==> images/registers.png <==
Other sequential cells in the stronger gray, the rest of the logic in the fainter gray.
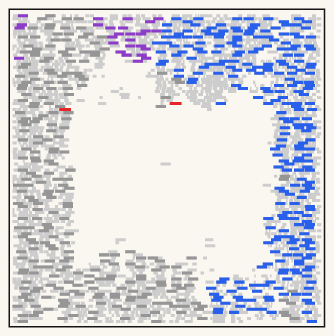
==> images/final_placement.png <==
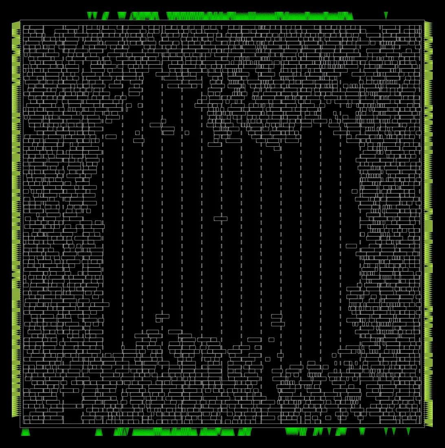
==> images/met2.png <==
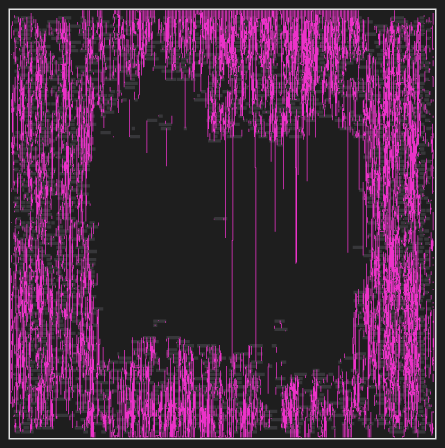
==> images/density.png <==
28 x 28 tiles, from white (low) to dark blue (high), 0 to 100% covered.
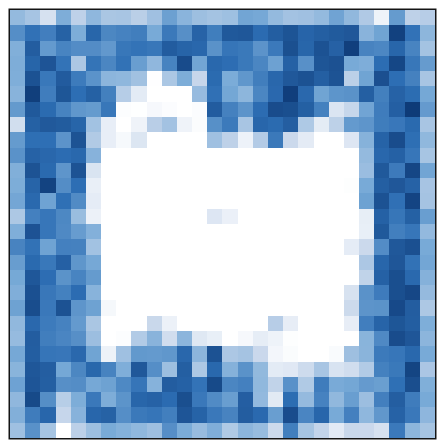
==> images/met1.png <==
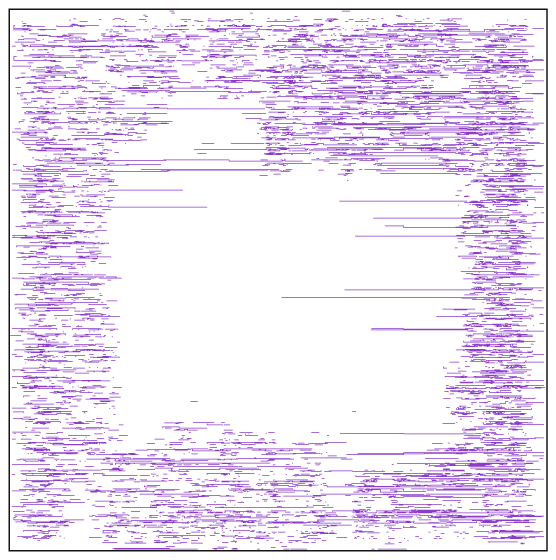
**src/rtl/cacheline_adaptor.sv**
```systemverilog
// rtl/cacheline_adaptor.sv - 256-bit cacheline to 64-bit burst memory adaptor
// Optional idle-beat watchdog enabled by defining CACHELINE_ADAPTOR_TIMEOUT_EN.
module cacheline_adaptor #(
  parameter int LINE_W         = 256,
  parameter int BURST_W        = 64,
  parameter int TIMEOUT_CYCLES = 1024
) (
  input  logic               clk,
  input  logic               rst_n,
  input  logic [LINE_W-1:0]  line_i,
  output logic [LINE_W-1:0]  line_o,
  input  logic [31:0]        address_i,
  input  logic               read_i,
  input  logic               write_i,
  output logic               resp_o,
  output logic               err_o,
  input  logic [BURST_W-1:0] burst_i,
  output logic [BURST_W-1:0] burst_o,
  output logic [31:0]        address_o,
  output logic               read_o,
  output logic               write_o,
  input  logic               resp_i
);
  localparam int BEATS = LINE_W / BURST_W;
  localparam int CNT_W = (BEATS > 1) ? $clog2(BEATS) : 1;
  localparam int OFF_W = $clog2(LINE_W / 8);
  localparam logic [CNT_W-1:0] LAST_BEAT = CNT_W'(BEATS - 1);

  typedef enum logic [1:0] {IDLE, RD_BURST, WR_BURST, DONE} state_t;

  state_t            state;
  logic [CNT_W-1:0]  cnt;
  logic [LINE_W-1:0] wr_line;
  logic              busy;
  logic              timeout;
  logic [31:0]       aligned_addr;
  logic              unused_addr_bits;

  assign busy             = (state == RD_BURST) || (state == WR_BURST);
  assign aligned_addr     = {address_i[31:OFF_W], {OFF_W{1'b0}}};
  assign unused_addr_bits = &{1'b0, address_i[OFF_W-1:0]};

  // Write beats come straight from the latched line so a beat is valid the cycle cnt moves.
  assign burst_o = (state == WR_BURST) ? wr_line[BURST_W*cnt +: BURST_W] : '0;

`ifdef CACHELINE_ADAPTOR_TIMEOUT_EN
  localparam int WD_W = $clog2(TIMEOUT_CYCLES + 1);
  logic [WD_W-1:0] wd;

  assign timeout = busy && !resp_i && (wd == WD_W'(TIMEOUT_CYCLES - 1));

  always_ff @(posedge clk or negedge rst_n) begin
    if (!rst_n) begin
      wd    <= '0;
      err_o <= 1'b0;
    end else begin
      err_o <= timeout;
      if (busy && !resp_i && !timeout) wd <= wd + 1'b1;
      else                             wd <= '0;
    end
  end
`else
  assign timeout = 1'b0;
  assign err_o   = 1'b0;
`endif

  always_ff @(posedge clk or negedge rst_n) begin
    if (!rst_n) begin
      state     <= IDLE;
      cnt       <= '0;
      line_o    <= '0;
      wr_line   <= '0;
      address_o <= '0;
      read_o    <= 1'b0;
      write_o   <= 1'b0;
      resp_o    <= 1'b0;
    end else begin
      resp_o <= 1'b0;
      case (state)
        IDLE: begin
          if (write_i) begin
            wr_line   <= line_i;
            address_o <= aligned_addr;
            write_o   <= 1'b1;
            state     <= WR_BURST;
          end else if (read_i) begin
            address_o <= aligned_addr;
            read_o    <= 1'b1;
            state     <= RD_BURST;
          end
        end
        RD_BURST: begin
          if (resp_i) begin
            line_o[BURST_W*cnt +: BURST_W] <= burst_i;
            cnt <= cnt + 1'b1;
            if (cnt == LAST_BEAT) begin
              cnt    <= '0;
              read_o <= 1'b0;
              resp_o <= 1'b1;
              state  <= DONE;
            end
          end else if (timeout) begin
            cnt    <= '0;
            read_o <= 1'b0;
            resp_o <= 1'b1;
            state  <= DONE;
          end
        end
        WR_BURST: begin
          if (resp_i) begin
            cnt <= cnt + 1'b1;
            if (cnt == LAST_BEAT) begin
              cnt     <= '0;
              write_o <= 1'b0;
              resp_o  <= 1'b1;
              state   <= DONE;
            end
          end else if (timeout) begin
            cnt     <= '0;
            write_o <= 1'b0;
            resp_o  <= 1'b1;
            state   <= DONE;
          end
        end
        DONE:    state <= IDLE;
        default: state <= IDLE;
      endcase
    end
  end
endmodule

```
**config.mk**
```make
export PLATFORM = sky130hd
export DESIGN_NAME = cacheline_adaptor
export DESIGN_NICKNAME = d
export VERILOG_FILES = /design/src/rtl/cacheline_adaptor.sv
export SDC_FILE = /design/constraint.sdc
export NUM_CORES = 1
export LEC_CHECK = 0
export CAP_MARGIN = 20
export CORE_AREA = 2 2 280 282
export DETAILED_ROUTE_END_ITERATION = 8
export DIE_AREA = 0 0 282 284
export PLACE_DENSITY = 0.68
export SYNTH_ARGS = -nofsm -noshare
export SYNTH_HDL_FRONTEND = slang
export SYNTH_SLANG_ARGS = --single-unit
```
**constraint.sdc**
```tcl
create_clock -name clk -period 2.2 [get_ports clk]
set_input_delay 0.44 -clock clk [delete_from_list [all_inputs] [get_ports clk]]
set_output_delay 0.44 -clock clk [all_outputs]
set_load 0.02 [all_outputs]
```
==> results.py <==
# Synthesis and PnR figures
metrics = {
    "detailed_routing": {
        "routed_wirelength_um": 76900,
        "viasPerCell": 4.81,
        "routed_wire_length_per_instance_um": 21.8,
        "drc_errors": 0,
        "drt-pass1-iter-count": 6,
        "via_count": 16942,
        "drt_iter0_drc": 846,
        "ant_nets": 0,
    },
    "power_and_ir_drop": {
        "static-leakage-power_nw": 14.6,
        "power.total_mw": 51.2,
        "irDropWorstVdd_uv": 886,
        "cellPowerDensity_nw_per_um2": 1490,
    },
    "sta": {
        "setup_viol": 309,
        "worst_hold_slack_ns": 0.392,
        "finalClockSkew_ns": 0.0214,
        "timing.final.crit_period_ns": 2.73,
        "max_slew_margin_pct": 62.5,
        "finalCritPeriodShare_pct": 124,
        "max_slew.worst_pin.slew_ns": 0.563,
        "rsz0062_at_grt": "true",
        "totalNegativeSetupSlack_ns": -65.71,
        "max_clock_freq_mhz": 366,
        "layout_setup_ws_ns": -0.531,
        "timing.final.hold_violations": 0,
        "timing.final.max_slew_violations": 0,
    },
    "setup_path": {
        "criticalPathCategory": "reg -> out",
        "timing.critical_path.required_ns": 1.76,
        "path_max_fanout": 5,
        "timing.critical_path.to_type": "output pin",
        "startpoint_type": "register",
        "slowest_stage": "dfrtp_4",
        "crit_chain": "buf_6 > clkbuf_16 > mux4_2 > and2_1 > buf_2",
        "r2r_slack_ns": -0.27,
        "crit_path_max_incr_delay_ns": 0.52,
        "worstPathArrival_ns": 2.29,
        "timing.critical_path.buf_inv": 3,
        "critPathTopFamily": "flip-flops",
    },
    "synthesis": {
        "edf_count": 0,
        "top_cell_area_share_pct": 60.8,
        "syn_area_per_cell_um2": 13.8,
        "yosysChipArea_um2": 22500,
        "synth_cells": 1633,
        "number_of_warnings_printed_during_yosys_synthesis": 0,
        "numSynthFlops": 546,
        "synth_seq_share_pct": 60.8,
        "postSynth.topFlopCell": "dfrtp_1",
        "async_flop_share_pct": 100,
        "topCellsByArea": "dfrtp_1 61%, mux2_2 14%, mux4_2 6.4%",
        "synth_cell_types": 33,
        "synth_area_leader_cell": "dfrtp_1",
        "cell_area_after_synthesis_um2": 22500,
        "ys_cells": 1633,
        "yosys-top-cells-count": "546 x dfrtp_1, 284 x mux2_2, 247 x nand2_1",
        "netlist.top_cell.by_instances": "dfrtp_1",
    },
    "finish": {
        "comb_area_um2": 8390,
        "area_delta_synth_final_pct": 53.1,
        "count_of_buffers_not_belonging_to_the_clock_network_in_the_layout": 865,
        "drive_above_1_share_pct": 29.4,
        "num-nonclk-inverters": 7,
        "antenna-diode-count": 2,
        "dominant_cells": "flip-flops and latches",
        "nMultiInputCombCells": 960,
        "final_cell_mix": "636 x clkdlybuf4s50_1, 544 x dfrtp_1, 284 x mux2_2",
        "nClkBuffers": 88,
        "comb-cell-share_pct": 24.4,
        "clockNetworkAreaShare_pct": 5.40,
        "layout_top_cell_excl_fill_tap": "clkdlybuf4s50_1",
        "layout.nets": 2804,
        "layout.nonclk_buf_share_pct": 26.6,
    },
    "worst_hold_path": {
        "worst_hold_path_type": "in -> async",
    },
    "clocking": {
        "cts_tree": "built",
        "cts-root-to-sink-buffers": 3,
        "cts_htree_levels": 2,
        "cts.hold.buffers_added": 1,
        "cts_made_buffers": 57,
        "clk_latency_ns": 0.61,
        "worst_setup_hold_path_clk_slew_ns": 0.06,
        "root_buffer_selected_by_cts": "clkbuf_16",
        "tritoncts_num_sinks": 546,
        "post_cts_resized": 320,
        "post_cts.repair.setup_buffers": 19,
    },
    "placement": {
        "dp_slack_ns": -0.351,
        "detailedPlacementHpwl_um": 53000,
        "place.gp.congestion": 0.828,
        "io_buf_count": 701,
    },
    "global_routing": {
        "grt_util_all_layers_pct": 18.1,
        "grt_start_max_net_pins": 68,
        "global_route_wire_length_before_repair_um": 111000,
        "overflow": 0,
        "antenna_found_initial": 5,
        "first_global_vias": 18096,
    },
    "floorplan": {
        "io_pins": 713,
        "design.die.area_um2": 80100,
        "die_wd_um": 282,
        "core.rowCount": 102,
        "chipHeight_um": 284,
        "tap_cells": 1040,
    },
    "outcome": {
        "outcome": "complete, but fails checks",
        "violations": "negative setup slack",
    },
    "run": {
        "max_cap_violations": 0,
        "warning_total_across_the_stage_logs": 41,
    },
}
Notes on registers.png above:
signal	color	placed flops
`cnt`	red	2
`line_o`	blue	256
`address_o`	purple	27
flip-flop and latch share of the layout cell area: 39.7%
Register Area: 13700 um2

Notes on final_placement.png above:
tally of filler cells in the layout: 6860
sequential cell count: 546

Notes on met2.png above:
longest straight run	129 um
wire length on this layer	38.1 mm
share of all routed wire	49%

Notes on density.png above:
mean over tiles	41%
densest ninth of the die	upper right
fullest tile	96%
fp_density: 29.2%
core area: 77000 um2

Notes on met1.png above:
wire length on this layer	28.6 mm
main direction	horizontal
longest straight run	112 um
nets with wire on the layer	2415
share of all routed wire	37%

[per-stage QoR]
step                      std cells  utilization [%]  instance area, um2
after floorplan                1638                -               22500
after global placement         3365             40.9               31500
after detailed placement       3365             40.9               31500
after CTS                      3497             43.8               33700
after global routing           3523             44.7               34400
final                          3523             44.7               34400
[registers in the layout, indices dropped and copies added, names as in the netlist]
| register | count |
|---|---|
| resp_o | 1 |
| read_o | 1 |
| line_o | 256 |
| address_o | 27 |
| cnt | 2 |
| state | 2 |
| wr_line | 256 |
| write_o | 1 |
[path summary, 6_finish.rpt]
kind,to,from,cells after the start
max in group asynchronous,cnt[1],rst_n,3
worst min register to register,line_o[88],line_o[88],2
worst max register to register,line_o[44],cnt[0],13
worst min-delay path,line_o[97],rst_n,2
min in group clk,wr_line[237],line_i[237],2
worst max-delay path,burst_o[51],cnt[0],5
[kinds of logic (layout without fill, tap and decap cells)]
kind of cell | after synthesis | after routing | share of synthesized area (%)
mux | 351 | 351 | 20.8
simple gates | 328 | 329 | 6.49
compound gates | 264 | 264 | 8.21
buf+inv | 133 | 975 | 3.14
other cells | 1 | 8 | 0.0167
flops | 546 | 546 | 60.8
fa+ha+maj | 10 | 10 | 0.557
[per-layer routing]
metal	up-vias	track usage, %	routed length, um
li1	7427	-	-
met1	8563	20.6	28600
met2	777	31.2	38100
met3	173	5.77	7200
met4	2	7.29	3080
met5	-	0	13
[report_power, final]
| group | leakage, nW | switching, mW | internal (mW) | total [mW] |
|---|---|---|---|---|
| registers | 6.96 | 2.70 | 14.7 | 17.4 |
| logic | 6.70 | 10.9 | 13.2 | 24.1 |
| clock network | 0.914 | 4.08 | 5.54 | 9.63 |
Power and IR drop assume default switching activity.
